==> src/rtl/midi_msg_assembler.sv <==
// Assembles a raw MIDI byte stream into 24-bit channel messages and holds one message while the handler is busy.
// Optional macro RUNNING_STATUS_EN: data bytes after a completed message reuse the latched status.
module midi_msg_assembler #(
  parameter logic       OMNI    = 1'b1,
  parameter logic [3:0] CHANNEL = 4'd0
) (
  input  logic        clk,
  input  logic        reset,
  input  logic        byte_valid,
  input  logic [7:0]  byte_data,
  input  logic        handler_busy,
  output logic [23:0] msg,
  output logic        new_msg,
  output logic        overrun
);

  typedef enum logic [2:0] {NO_STATUS, WAIT_D1, WAIT_D2, SKIP, SKIP_DATA} state_t;

`ifdef RUNNING_STATUS_EN
  localparam state_t AFTER_MSG = WAIT_D1;
`else
  localparam state_t AFTER_MSG = NO_STATUS;
`endif

  state_t      state_q, state_d;
  logic [7:0]  status_q, status_d;
  logic [7:0]  data1_q, data1_d;
  logic        two_q, two_d;
  logic [1:0]  skip_q, skip_d;
  logic [23:0] msg_q, msg_d;
  logic        new_msg_q, new_msg_d;
  logic        overrun_q, overrun_d;
  logic        pend_valid_q, pend_valid_d;
  logic [23:0] pend_msg_q, pend_msg_d;

  logic        done;
  logic [23:0] done_msg;
  logic        accept;
  logic        deliver_ok;

  always_comb begin
    state_d      = state_q;
    status_d     = status_q;
    data1_d      = data1_q;
    two_d        = two_q;
    skip_d       = skip_q;
    msg_d        = msg_q;
    new_msg_d    = 1'b0;
    overrun_d    = 1'b0;
    pend_valid_d = pend_valid_q;
    pend_msg_d   = pend_msg_q;
    done         = 1'b0;
    done_msg     = '0;

    // Real-time bytes (F8..FF) fall outside this branch and leave everything untouched.
    if (byte_valid && (byte_data < 8'hF8)) begin
      if (byte_data[7]) begin
        if (byte_data[7:4] != 4'hF) begin
          status_d = byte_data;
          two_d    = !((byte_data[7:4] == 4'hC) || (byte_data[7:4] == 4'hD));
          state_d  = WAIT_D1;
        end else begin
          status_d = '0;
          case (byte_data[3:0])
            4'h0:        state_d = SKIP;
            4'h1, 4'h3:  begin skip_d = 2'd1; state_d = SKIP_DATA; end
            4'h2:        begin skip_d = 2'd2; state_d = SKIP_DATA; end
            default:     state_d = NO_STATUS;
          endcase
        end
      end else begin
        case (state_q)
          WAIT_D1: begin
            if (two_q) begin
              data1_d = byte_data;
              state_d = WAIT_D2;
            end else begin
              done     = 1'b1;
              done_msg = {8'h00, byte_data, status_q};
              state_d  = AFTER_MSG;
            end
          end
          WAIT_D2: begin
            done     = 1'b1;
            done_msg = {byte_data, data1_q, status_q};
            state_d  = AFTER_MSG;
          end
          SKIP_DATA: begin
            skip_d = skip_q - 2'd1;
            if (skip_q == 2'd1) state_d = NO_STATUS;
          end
          default: ;
        endcase
      end
    end

    accept     = done && (OMNI || (done_msg[3:0] == CHANNEL));
    // new_msg_q high means the handler has not yet had a cycle to raise busy.
    deliver_ok = !new_msg_q && !handler_busy;

    if (pend_valid_q && deliver_ok) begin
      msg_d        = pend_msg_q;
      new_msg_d    = 1'b1;
      pend_valid_d = accept;
      if (accept) pend_msg_d = done_msg;
    end else if (accept) begin
      if (!pend_valid_q && deliver_ok) begin
        msg_d     = done_msg;
        new_msg_d = 1'b1;
      end else if (!pend_valid_q) begin
        pend_valid_d = 1'b1;
        pend_msg_d   = done_msg;
      end else begin
        overrun_d = 1'b1;
      end
    end
  end

  always_ff @(posedge clk) begin
    if (reset) begin
      state_q      <= NO_STATUS;
      status_q     <= '0;
      data1_q      <= '0;
      two_q        <= 1'b0;
      skip_q       <= '0;
      msg_q        <= '0;
      new_msg_q    <= 1'b0;
      overrun_q    <= 1'b0;
      pend_valid_q <= 1'b0;
      pend_msg_q   <= '0;
    end else begin
      state_q      <= state_d;
      status_q     <= status_d;
      data1_q      <= data1_d;
      two_q        <= two_d;
      skip_q       <= skip_d;
      msg_q        <= msg_d;
      new_msg_q    <= new_msg_d;
      overrun_q    <= overrun_d;
      pend_valid_q <= pend_valid_d;
      pend_msg_q   <= pend_msg_d;
    end
  end

  assign msg     = msg_q;
  assign new_msg = new_msg_q;
  assign overrun = overrun_q;

endmodule

==> config.mk <==
export PLATFORM = sky130hd
export DESIGN_NAME = midi_msg_assembler
export DESIGN_NICKNAME = d
export VERILOG_FILES = /design/src/rtl/midi_msg_assembler.sv
export SDC_FILE = /design/constraint.sdc
export NUM_CORES = 1
export LEC_CHECK = 0
export CORE_MARGIN = 5
export CORE_UTILIZATION = 50
export DETAILED_ROUTE_END_ITERATION = 8
export PLACE_DENSITY_LB_ADDON = 0.08
export SETUP_SLACK_MARGIN = 0.5
export SYNTH_ARGS = -nofsm -noshare
export SYNTH_HDL_FRONTEND = slang
export SYNTH_SLANG_ARGS = --single-unit
==> constraint.sdc <==
create_clock -name clk -period 2.2 [get_ports clk]
set_clock_uncertainty 0.2 [all_clocks]
set_input_delay 0.33 -clock clk [delete_from_list [all_inputs] [get_ports clk]]
set_output_delay 0.33 -clock clk [all_outputs]
set_load 0.05 [all_outputs]
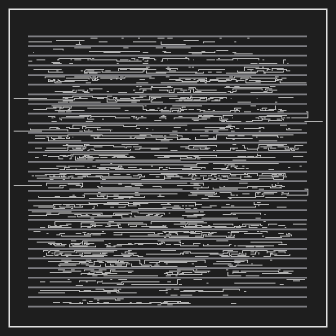
(run_1/m1.png)
Supply wires on this layer in gray.
nets with wire on the layer: 430
wire length on this layer: 3,820 um
main direction: horizontal
longest straight run: 31.7 um
via count: 2,989
fraction of met1 tracks used by global routing: 0.286
routed wire length: 8.65 mm

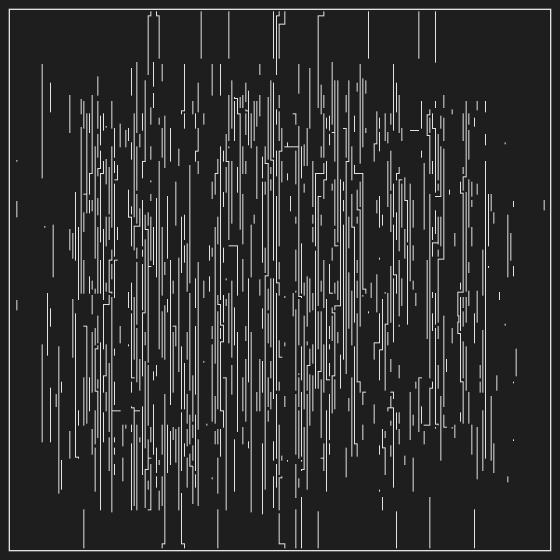
(run_1/m2.png)
main direction: vertical
longest straight run: 49.0 um
wire length on this layer: 4,200 um

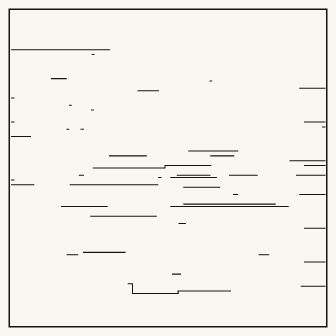
(run_1/m3.png)
wire length on this layer: 391 um
share of all routed wire: 4.5%
fraction of met3 tracks used by global routing: 0.0479

==> run notes, run 1 <==
Physical implementation.

- The core utilization before placement is 0.522.
- Setup repair after global routing could not meet its margin everywhere.
- In the final design database the tool counted 459 nets.
- TritonRoute reported its final design rule violation total as 0.
- Once placement completed, the tool counted placed cells totaling 488.
- Summing every instance area after synthesis gives 0.00312 mm^2.
- The number of distinct library cells after synthesis is 55.
- Per the CTS log, the root buffer master is sky130_fd_sc_hd__clkbuf_8.
- The congestion estimate from routability-driven global placement came to 0.868.
- The post-placement setup slack is -0.146 ns.
- The flow ran to the end, and the final reports show no timing, DRC or antenna violations.
- The worst hold path begins at reset.
- In the final routing, the length of wire on met1 measures 3.82 mm.
- The internal power consumption is 1.99 mW.
- The area taken by multi-input combinational cells is reported as 0.00174 mm^2.
- The worst hold path was traced through 2 stages.
- The number of buffers and inverters on the critical path is 1.
- The routed wire length on met3 is 391 um.
- The number of cell rows is 28.
- The number of flip-flops and latches in the synthesized netlist is 68.
- The final hold violation count recorded for this run is 0.
- The number of inserted filler cells in the final layout is 474.
- The critical path goes through or4b_1, o31a_1, buf_4, or3_1, o211a_1.
- The clock tree synthesis step divided the H-tree into 3 levels.
- The worst-case IR drop observed on VDD is 575 uV.
- The initial antenna violation count is 0.
- Per STA, the endpoint of the critical path is skip_q[1]$_SDFFE_PP0P_.
- The dominant kind of cell by area is multi-input combinational cells.
- The required time at the worst endpoint is listed as 2.24 ns.
- The quantity of gates resized following cts is 97.
- The placed instance area is 0.00377 mm^2.
- The clock insertion delay at the later pin of the skew report is 0.35 ns.
- The highest-power group is registers.
- The core area is 0.00599 mm^2.
- The remaining antenna violation count after routing is 0.
- The multi-input combinational cell count is 257.
- The number of clock sinks is 68.
- Looking at the clock tree report, the maximum root-to-sink buffer count equals 2.
- The post-layout utilization of the core is 0.731.
- Averaged over all synthesized cells, the footprint is 8.33 um^2.
- Among logic cells in the layout, the one with the most instances is sky130_fd_sc_hd__dfxtp_1.
- The sequential group power is 1.27 mW.
- The largest total area in the synthesized netlist belongs to sky130_fd_sc_hd__dfxtp_1.
- Yosys stat counts 375 cells in the synthesized netlist.
- Looking at the critical path, the highest net fanout was 8.
- In this design, the stage delay of the slowest critical-path cell is 0.57 ns.
- Counting the clock-network buffers in the layout gives 12.
- The synthesis report lists the most area-consuming cells as sky130_fd_sc_hd__dfxtp_1 (44%), sky130_fd_sc_hd__nand2_1 (6.7%), sky130_fd_sc_hd__a21oi_1 (5.1%).
- The quantity of hold-fixing buffers added after cts is 0.
- For this design the static power due to leakage is 1.65 nW.
- The number of sequential cells in the layout is 68.
- TritonRoute output was used to compute an average wire per cell of 16.5 um.
- The flow reports power dissipated in the clock network as 1.09 mW.
- The Yosys chip area is 0.00312 mm^2.
- According to the floorplan report, the die height is 89.0 um.
- The setup path with the least slack is of type register to register.
- The total overflow reported by the global router is 0.
- The top-level port count is 38.
- Summed over all failing endpoints, the final setup total negative slack is 0 ns.
- The count of library flops with an enable pin is 0.
- For this run, the number of standard cells in the final layout without fillers is 523.
- The DRC violation total after the first TritonRoute iteration is 181.
- The CTS clock-pin slew for the worst setup and hold paths is 0.07 ns.
==> run 1: cells by family after synthesis <==
group                      after synthesis  share of synthesized area
and+or+nand+nor                        158                      0.256
AOI/OAI and AO/OA                       85                      0.195
DFF                                     68                      0.436
buffers and inverters                   51                     0.0725
muxes                                    7                     0.0224
adders and majority gates                3                     0.0120
xor gates and xnor gates                 2                    0.00561
other                                    1                    0.00120
==> run 1: per-layer routing <==
layer | vias up | global-route usage
met5 | - | 0
met4 | 0 | 0.107
met3 | 20 | 0.0479
met2 | 64 | 0.375
met1 | 1435 | 0.286
li1 | 1470 | -
==> run 1: sequential cells by signal, summed over array words and instances (netlist names) <==
signal and count:
skip_q 2, pend_valid_q 1, msg 22, state_q 3, pend_msg_q 22, status_q 8, data1_q 7, two_q 1
overrun 1, new_msg 1
==> run 2: changes to the inputs <==
==> constraint.sdc (replaced) <==
create_clock -name clk -period 2.4 [get_ports clk]
set_clock_uncertainty 0.2 [all_clocks]
set_input_delay 0.36 -clock clk [delete_from_list [all_inputs] [get_ports clk]]
set_output_delay 0.36 -clock clk [all_outputs]
set_load 0.05 [all_outputs]
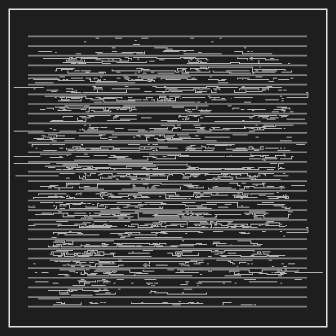
(run_2/m1.png)
Supply wires on this layer in gray.
longest straight run: 27.6 um
nets with wire on the layer: 417
routed wire length: 8.42 mm
fraction of met1 tracks used by global routing: 0.285
via count: 2,965

==> run 2 against run 1 <==
Compared with the run above:
- worst hold slack better by 0.042 ns
- via count fell by 0.80%
- non-clock buffer count is 14 lower
- final cell count fell by 2.5%
- critical endpoint is now skip_q[0]$_SDFFE_PP0P_
- highest routed layer unchanged
==> run notes, run 2 <==
Physical implementation.

- The number of levels the H-tree was split into is 3.
- The slew check shows that the tightest pin keeps a relative margin of 0.615.
- Per the final report, the share of cell area in clock cells is 0.0525.
- Internal power comes to 1.83 mW.
- The flow ran to the end, and the final reports show no timing, DRC or antenna violations.
- The post-placement cell count is 488.
- After synthesis, the share of cell area in mux cells is 0.0224.
- The overall fraction of global-route tracks in use is 0.229.
- The layout has 10 clock buffers.
- The routed wire length on met3 is 398 um.
- The delay of the slowest critical-path stage is 0.52 ns.
- TritonCTS built the clock tree.
- Looking at the critical path, the highest net fanout was 12.
- After clock tree synthesis, the repair step resized 38 gates.
- The number of cell rows is 28.
- Clock latency on the worst-skew pair, taken at its later pin, is 0.34 ns.
- In this run, distinct cell masters in the synthesized netlist total 55.
- Per the detailed placement report, the placed cell area equals 0.00373 mm^2.
- Once detail routing completed, the nets flagged for antenna violations numbered 0.
- Synthesis inferred 68 register bits.
- Across the VDD grid, the largest voltage drop is 456 uV.
- For this block, wires on met1 add up to 3.77 mm.
- The register-to-register setup slack is 0.47 ns.
- The total area of sequential cells is 0.00138 mm^2.
- Summing every instance area after synthesis gives 0.00312 mm^2.
- The HPWL after detailed placement is 5.74 mm.
- The number of buffers on the longest clock path is 2.
- The final layout contains a sequential cell count of 68.
- The number of inserted filler cells in the final layout is 499.
- After synthesis, the cell types taking the most area are sky130_fd_sc_hd__dfxtp_1 (44%), sky130_fd_sc_hd__nand2_1 (6.7%), sky130_fd_sc_hd__a21oi_1 (5.1%).
- The number of global-route vias before repair is 2,888.
- For this run, the share of the core covered by cells in the final layout is 0.684.
- The congestion estimate from routability-driven global placement came to 0.872.
- In the layout the commonest cells are sky130_fd_sc_hd__dfxtp_1 (64), sky130_fd_sc_hd__nand2_1 (51), sky130_fd_sc_hd__buf_4 (36).
- The number of nets in the final layout is 445.
- For the combinational group, total power comes out at 0.249 mW.
- The total overflow left after global routing is 0.
- The synthesized instance count is 375.
- The count of cells in the finished layout, fillers not included, comes to 510.
- Listed in order, past its start point the critical path passes or4b_1, o31a_1, or4_1, o31ai_1.
- The largest share of the power goes to registers.
- For the worst flop-to-flop path, the logic depth is 4.
- Setup repair after global routing could not meet its margin everywhere.
- The main flop type after synthesis is sky130_fd_sc_hd__dfxtp_1.
- OpenSTA lists the critical path endpoint as skip_q[0]$_SDFFE_PP0P_.
- After synthesis, the chip area reported by Yosys is 0.00312 mm^2.
- The number of clock sinks is 68.
- The dominant cell type by area after synthesis is sky130_fd_sc_hd__dfxtp_1.
- Per the post-run analysis, buffers plus inverters along the critical path come to 0.
- A synthesized cell averages 8.33 um^2.
- For this run, the final setup violation count is recorded as 0.
- The count of final max-slew check failures is 0.
- The remaining routing DRC violations is 0.
- Power attributed to the clock group is 1.04 mW.
- The proportion of final cell area spent on non-clock buffers is 0.165.
- The area of all placed cells without fillers is 0.00410 mm^2.
- The share of the synthesized netlist area taken by xor and xnor gates is 0.00561.
- In the final layout, the multi-input gates occupy 0.00167 mm^2.
- The initial antenna violation count is 0.
- The classification of the worst setup path is register to register.
- The flow reported a cell area power density of 597 mW/mm^2.
- The DRC violation total after the first TritonRoute iteration is 225.
- Per the area breakdown, the dominant cell category is multi-input combinational cells.
- The worst min-delay path startpoint is reset.
- After synthesis, the design contains 375 cells according to Yosys.
- Among logic cells in the layout, the one with the most instances is sky130_fd_sc_hd__dfxtp_1.
- The design received a total of 75 well taps at floorplan.
- The quantity of hold-fixing buffers added after cts is 0.
- Of the total synthesized cell area, the portion taken by full adders, half adders and majority gates is 0.0120.
- The dominant non-sequential cell family after synthesis is simple AND/OR/NAND/NOR gates.
- Per the GRT log, the top usage layer is met2.
- The global routing met2 resource utilization is 0.380.
- Endpoints failing hold in the final report were tallied at 0.
- Per the OpenROAD floorplan log, the area of the core is 0.00599 mm^2.
- The routing usage on met3 is 0.0627.
- Of the total synthesized cell area, the portion taken by AND, OR, NAND and NOR gates is 0.256.
- The sequential group power is 1.16 mW.
- The leakage component of the power is 1.64 nW.
- The core utilization before placement is 0.522.
- Measured along the x axis, the die boundary spans 89.0 um.
- Counting flops with a built-in enable in the synthesized netlist gives 0.
- The floorplan step set the die height to 89.0 um.
- The number of buffers other than clock buffers in the final layout is 77.
- The critical path required time is 2.45 ns.
- The multi-input combinational cell count is 257.
- Per the post-CTS timing run, clock transition at the registers of the reported paths is 0.07 ns.
- Per the detail_route report, routed wire per instance is 16.5 um.
- Of the total power, registers draw 0.475.
- The cell-mix breakdown from Yosys lists the compound-gate area share as 0.195.
- Pin placement for this block handled 38 I/O pins.
- The synthesis run shows the most used standard cells to be sky130_fd_sc_hd__dfxtp_1 (68), sky130_fd_sc_hd__nand2_1 (56), sky130_fd_sc_hd__a21oi_1 (32).
- The cell depth of the worst min-delay path is 3.
- The root buffer selected by CTS is sky130_fd_sc_hd__clkbuf_8.
==> run 2: logic make-up (layout without fill, tap and decap cells) <==
logic type | after synthesis | count (layout)
AOI/OAI and AO/OA | 85 | 85
other | 1 | 2
adders and majority gates | 3 | 3
DFF | 68 | 68
and+or+nand+nor | 158 | 158
muxes | 7 | 7
buffers and inverters | 51 | 110
xor gates and xnor gates | 2 | 2
==> run 2: per-stage QoR <==
stage	setup TNS (ns)	hold WS (ns)	setup slack, ns	total power, mW
5_1_grt	0	0.237	0.374	2.55
2_1_floorplan	0	0.232	0.491	1.33
6_report	0	0.233	0.466	2.44
4_1_cts	0	0.196	0.496	2.45
3_3_place_gp	-0.0348	0.240	-0.0348	1.42
3_5_place_dp	-0.195	0.246	-0.0743	1.43
Power figures rest on the tool's default switching activity, not on a simulated workload.
